Run 1, congestion heat map:
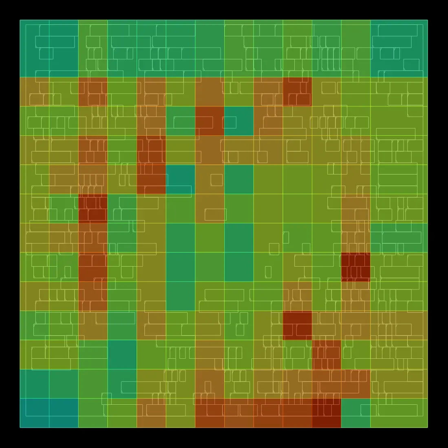
Run 1, cell sizes after repair:
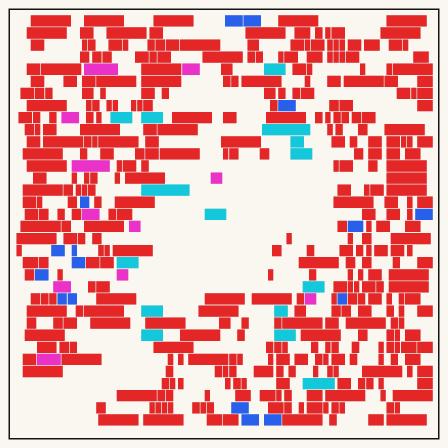
Run 1, wire density map:
Bar = 20 um. 19 x 19 tiles, from dark purple (low) to yellow (high), scaled to the fullest tile. Values are wire area over tile area, all layers added.
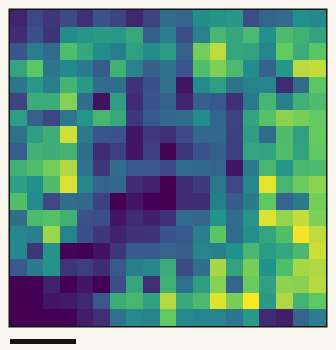
===== config.mk =====
export PLATFORM = sky130hd
export DESIGN_NAME = rw_stage_pipelined
export DESIGN_NICKNAME = d
export VERILOG_FILES = /design/src/rtl/rw_stage_pipelined.sv
export SDC_FILE = /design/constraint.sdc
export NUM_CORES = 1
export LEC_CHECK = 0
export CORE_MARGIN = 1
export CORE_UTILIZATION = 45
export DETAILED_ROUTE_END_ITERATION = 10
export DONT_BUFFER_PORTS = 1
export PLACE_DENSITY = 0.67
export SKIP_LAST_GASP = 1
export SLEW_MARGIN = 10
export SYNTH_ARGS = -nofsm -noshare
export SYNTH_HDL_FRONTEND = slang
export SYNTH_SLANG_ARGS = --single-unit
export TNS_END_PERCENT = 5

===== constraint.sdc =====
create_clock -name clk -period 3.4 [get_ports clk]
set_input_delay 0.68 -clock clk [delete_from_list [all_inputs] [get_ports clk]]
set_output_delay 0.68 -clock clk [all_outputs]
set_load 0.01 [all_outputs]

===== src/rtl/rw_stage_pipelined.sv =====
// Register-writeback stage: picks ALU/load/link data and drives the RF write port one cycle after accept.
// Latency 1 cycle; in_ready depends only on state, and the stage refuses input forever once a halt retires.
module rw_stage_pipelined #(
    parameter int          DATA_W   = 32,
    parameter int          RADDR_W  = 4,
    parameter int          RA_IDX   = 15,
    parameter int          PC_INC   = 4,
    parameter int          CTRL_W   = 22,
    parameter int          LD_BIT   = 1,
    parameter int          WB_BIT   = 6,
    parameter int          CALL_BIT = 8,
    parameter int          RD_LSB   = 22,
    parameter logic [4:0]  HALT_OPC = 5'b11111,
    parameter int          CNT_W    = 32
) (
    input  logic                clk,
    input  logic                rst_n,
    input  logic                in_valid,
    output logic                in_ready,
    input  logic [DATA_W-1:0]   in_pc,
    input  logic [DATA_W-1:0]   in_ld_result,
    input  logic [DATA_W-1:0]   in_alu_result,
    input  logic [31:0]         in_ir,
    input  logic [CTRL_W-1:0]   in_ctrl,
    output logic                wb_en,
    output logic [RADDR_W-1:0]  wb_rd,
    output logic [DATA_W-1:0]   wb_data,
    output logic                halted,
    output logic [CNT_W-1:0]    retired_cnt
);

    typedef enum logic {RUN = 1'b0, HALTED = 1'b1} state_t;

    state_t               state_q, state_d;
    logic                 wb_en_q, wb_en_d;
    logic [RADDR_W-1:0]   wb_rd_q, wb_rd_d;
    logic [DATA_W-1:0]    wb_data_q, wb_data_d;
    logic [CNT_W-1:0]     cnt_q, cnt_d;

    logic accept, is_halt, is_call, is_ld, is_wb;

    // Only a few control and IR bits matter here; the rest pass through other stages.
    logic unused_bits;
    assign unused_bits = ^{in_ctrl, in_ir};

    assign in_ready = (state_q == RUN);
    assign accept   = in_valid & in_ready;
    assign is_halt  = (in_ir[31:27] == HALT_OPC);
    assign is_call  = in_ctrl[CALL_BIT];
    assign is_ld    = in_ctrl[LD_BIT];
    assign is_wb    = in_ctrl[WB_BIT];

    always_comb begin
        state_d   = state_q;
        wb_en_d   = 1'b0;
        wb_rd_d   = wb_rd_q;
        wb_data_d = wb_data_q;
        cnt_d     = cnt_q;
        if (accept) begin
            // Call takes priority over load when both flags are set.
            if (is_call) begin
                wb_data_d = in_pc + DATA_W'(PC_INC);
                wb_rd_d   = RADDR_W'(RA_IDX);
            end else if (is_ld) begin
                wb_data_d = in_ld_result;
                wb_rd_d   = in_ir[RD_LSB +: RADDR_W];
            end else begin
                wb_data_d = in_alu_result;
                wb_rd_d   = in_ir[RD_LSB +: RADDR_W];
            end
            if (is_halt) begin
                state_d = HALTED;
            end else begin
                wb_en_d = is_wb;
                if (cnt_q != {CNT_W{1'b1}}) cnt_d = cnt_q + CNT_W'(1);
            end
        end
    end

    always_ff @(posedge clk or negedge rst_n) begin
        if (!rst_n) begin
            state_q   <= RUN;
            wb_en_q   <= 1'b0;
            wb_rd_q   <= '0;
            wb_data_q <= '0;
            cnt_q     <= '0;
        end else begin
            state_q   <= state_d;
            wb_en_q   <= wb_en_d;
            wb_rd_q   <= wb_rd_d;
            wb_data_q <= wb_data_d;
            cnt_q     <= cnt_d;
        end
    end

    assign wb_en       = wb_en_q;
    assign wb_rd       = wb_rd_q;
    assign wb_data     = wb_data_q;
    assign halted      = (state_q == HALTED);
    assign retired_cnt = cnt_q;

endmodule


==> ci_impl_report.md, run 1 <==
### Yosys + OpenROAD results

| Metric | Value |
|---|---|
| Status | `finished, final reports clean` |
| Synth top cell by count | `dfrtp_1` |
| Post-route insts no fill | `537` |
| Basic Gates by Area | `21.4%` |
| Maximum VDD drop | `about 0.33 mV` |
| Drt first pass iters | `4` |
| Max Clk Rate | `449 MHz` |
| Final Util | `~50%` |
| Clk buf depth | `2` |
| Synth top cells by count | `70 x dfrtp_1, 56 x nand2_1, 34 x xnor2_1` |
| Antenna cell count | `0` |
| P_seq | `1180 uW` |
| Mux share | `8.85%` |
| Latency at later pin | `roughly 0.35 ns` |
| Proportion of layout cells with a drive suffix above 1 | `9.79%` |
| I/O pins | `224` |
| Async S/R FF share, synth | `100%` |
| DR DRC count | `0` |
| CP Capture Type | `flop` |
| Class of the most critical hold timing path | `in2async` |
| Number of global-route vias before repair | `approximately 2900` |
| DR WL met2 | `4950 um` |
| Root buf cell | `clkbuf_8` |
| Comb area leader | `simple AND/OR/NAND/NOR gates` |
| Min cycle time layout | `2.23 ns` |
| IO buf count | `0` |
| Leakage power | `0.00186 uW` |
| Main flop type | `dfrtp_1` |
| Maxcap violations | `0` |
| Top Consumer | `registers` |
| Combinational Area | `2160 um^2` |
| Slowest cell on the critical path | `dfrtp_1` |
| Max-slew violation count | `0` |
| Origin of the critical flop-to-flop path | `halted$_DFFE_PN0P_` |
| XOR/XNOR share of the synthesized area | `a little under an eighth` |
| Placer congestion estimate | `0.811` |
| Setup crit start | `halted$_DFFE_PN0P_` |
| Synthesized instance count | `between 400 and 500` |
| WL met1 | `4010 um` |
| Cell area after layout | `4360 um^2` |
| 1st-iter DRT viols | `83` |
| Syn Nets | `580` |
Notes on 'congestion heat map' above:
GR Layer Usage met3: 7.98%
GR Layer Usage met1: 23.3%
Top Usage Layer GRT: met2
met2 Use GR: 36.5%

Notes on 'cell sizes after repair' above:
color	size	cells	share
red	x1 and smaller	387	90%
magenta	x3 and x4	11	2.6%
cyan	x6 and larger	15	3.5%
blue	x2	16	3.7%

Notes on 'wire density map' above:
mean over tiles	0.18
densest ninth of the die	lower right
fullest tile	0.42
nearly empty tiles	4.7%
tiles over half the peak	39%

[run 1: cells in the final DEF, fill, tap and decap left out, types with 3 or more instances in the layout]
cell / n
dfrtp_1: 70
nand2_1: 56
xnor2_1: 34
nor2_1: 33
mux2i_1: 26
a21oi_1: 24
o21ai_0: 24
nand3_1: 22
xor2_1: 19
nand4_1: 12
o221ai_1: 12
and3_1: 10
clkbuf_8: 10
mux2_2: 7
nor3_1: 7
inv_1: 5
a31oi_1: 5
and2_1: 5
and4_1: 5
a21o_1: 5
dlygate4sd3_1: 3
[run 1: final cells by class]
type	instances	area share [%]
clock buffers	10	3.15
clock inverters	6	2.12
inverters	6	0.516
multi-input cells	331	49.5
flip-flops and latches	70	40.1
well taps	108	3.10
repair buffers	6	1.49
Run 1, cell classes on the final placement:
Bar = 20 um.
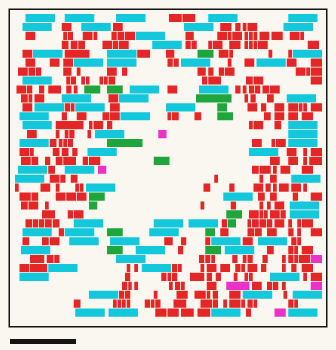

==> run 2: changes to the inputs <==
==> constraint.sdc (replaced) <==
create_clock -name clk -period 2.2 [get_ports clk]
set_input_delay 0.44 -clock clk [delete_from_list [all_inputs] [get_ports clk]]
set_output_delay 0.44 -clock clk [all_outputs]
set_load 0.01 [all_outputs]
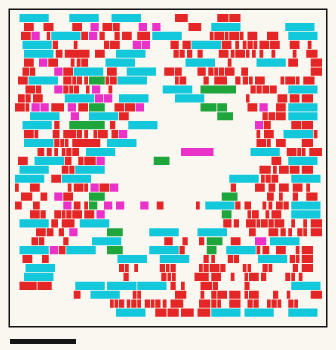
Run 2: cell classes on the final placement
Bar = 20 um.
color	class	cells	share of their area
red	remaining logic cells	337	49%
green	clock drivers and dummy loads	16	5.2%
magenta	remaining buffers and delay cells	34	6.3%
cyan	sequential cells	70	39%

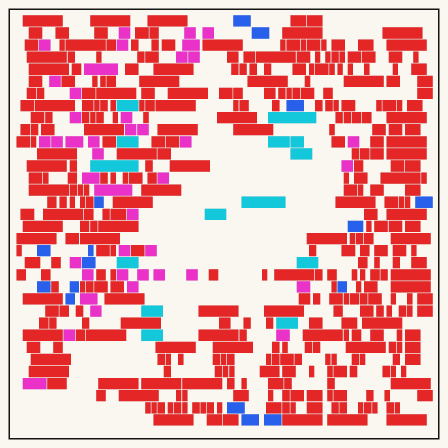
Run 2: cell sizes after repair
color	size	cells	share
cyan	x6 and larger	14	3.1%
magenta	x3 and x4	42	9.2%
red	x1 and smaller	385	84%
blue	x2	16	3.5%

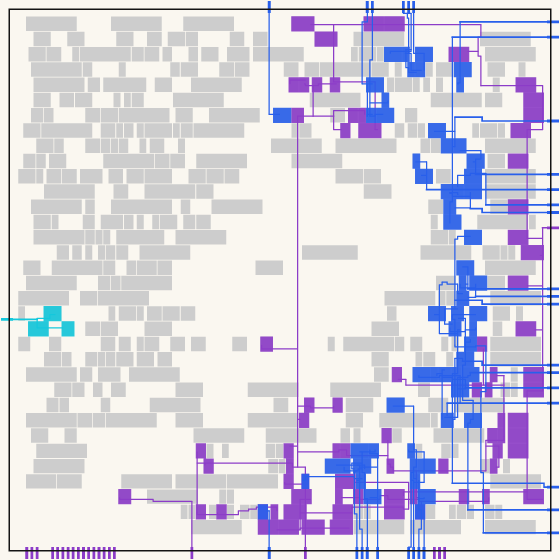
Run 2: I/O nets highlighted
color	port	bits	direction	edge	end cells	buffers	wire
purple	in_ctrl	22	input	21 bottom, 1 right	76	0	584 um
cyan	in_valid	1	input	left	3	0	14.6 um
blue	in_pc	32	input	17 right, 9 bottom, 6 top	59	0	897 um

==> ci_impl_report.md, run 2 <==
### Yosys + OpenROAD results

| Metric | Value |
|---|---|
| Max-slew violation count | `0 (unchanged)` |
| Antenna cell count | `0 (unchanged)` |
| Status | `finished, final reports clean (unchanged)` |
| Proportion of layout cells with a drive suffix above 1 | `15.8% (was 9.79%)` |
| Inverters | `6 (unchanged)` |
| Flops | `70 (unchanged)` |
| Setup crit start | `retired_cnt[31]$_DFFE_PN0P_ (was halted$_DFFE_PN0P_)` |
| Final Util | `52.7% (was 50.3%)` |
| Non-clk buf share | `6.07% (was 1.49%)` |
| Number of global-route vias before repair | `3120 (was 2875)` |
| Top Usage Layer GRT | `met2 (unchanged)` |
| Min cycle time layout | `2.07 ns (was 2.23 ns)` |
| Fraction of area in registers | `38.3% (was 40.1%)` |
| Synth top cell by count | `dfrtp_1 (unchanged)` |
| Drt first pass iters | `4 (unchanged)` |
| Leakage power | `0.00202 uW (was 0.00186 uW)` |
| Maxcap violations | `0 (unchanged)` |
| Async S/R FF share, synth | `100% (unchanged)` |
| GR Layer Usage met3 | `7.90% (was 7.98%)` |
| Latency at later pin | `0.34 ns (was 0.35 ns)` |
| Clock buf count | `10 (unchanged)` |
| Maximum VDD drop | `0.454 mV (was 0.333 mV)` |
| Top class by area | `combinational gates (unchanged)` |
| Met2 Use GR | `38.1% (was 36.5%)` |
| WP data arrival | `2.29 ns (was 2.46 ns)` |
| Top cells excl fill/tap | `70 x dfrtp_1, 56 x nand2_1, 34 x xnor2_1, 33 x nor2_1, 32 x buf_4 (was 70 x dfrtp_1, 56 x nand2_1, 34 x xnor2_1, 33 x nor2_1, 26 x mux2i_1)` |
| Synthesized instance count | `425 (unchanged)` |
| DR DRC count | `0 (unchanged)` |
| Top cell excl fill/tap | `dfrtp_1 (unchanged)` |
| Synth top cells by count | `70 x dfrtp_1, 56 x nand2_1, 34 x xnor2_1 (unchanged)` |
| I/O pins | `224 (unchanged)` |
| Class of the most critical hold timing path | `in2reg (was in2async)` |
| Root buf cell | `clkbuf_8 (unchanged)` |
| Non-Clock Buffer Count | `34 (was 6)` |
| Placer congestion estimate | `0.819 (was 0.811)` |
| Combinational share of cell area | `47.2% (was 49.5%)` |
| Clk tree area frac | `5.06% (was 5.28%)` |
| Post-route insts no fill | `565 (was 537)` |
| DR WL met2 | `4940 um (was 4950 um)` |
| Slew margin rel. | `55.9% (was 59.0%)` |
| Slowest cell on the critical path | `or4_4 (was dfrtp_1)` |
| IO buf count | `0 (unchanged)` |
| #MultiIn Comb | `331 (unchanged)` |
| Main flop type | `dfrtp_1 (unchanged)` |
| Syn Nets | `580 (unchanged)` |
| Origin of the critical flop-to-flop path | `retired_cnt[31]$_DFFE_PN0P_ (was halted$_DFFE_PN0P_)` |
==> run 2: netlist changes by cell type in the layout (fill, tap and decap cells not counted), sizes merged <==
cell | previous run | this run
clkinv | 0 | 2
dlygate4sd3 | 3 | 1
clkinvlp | 2 | 1
inv | 8 | 7
buf | 3 | 33
==> run 2: cells by family (layout without fill, tap and decap cells) <==
family / count (synthesis) / count (layout) / share of synthesized area (%)
fa+ha+maj: 2 / 2 / 0.625
compound gates: 75 / 75 / 11.4
xor+xnor: 53 / 53 / 11.6
flops: 70 / 70 / 43.8
simple gates: 167 / 167 / 21.4
mux: 34 / 34 / 8.85
buf+inv: 24 / 56 / 2.34
Power and IR drop assume default switching activity.
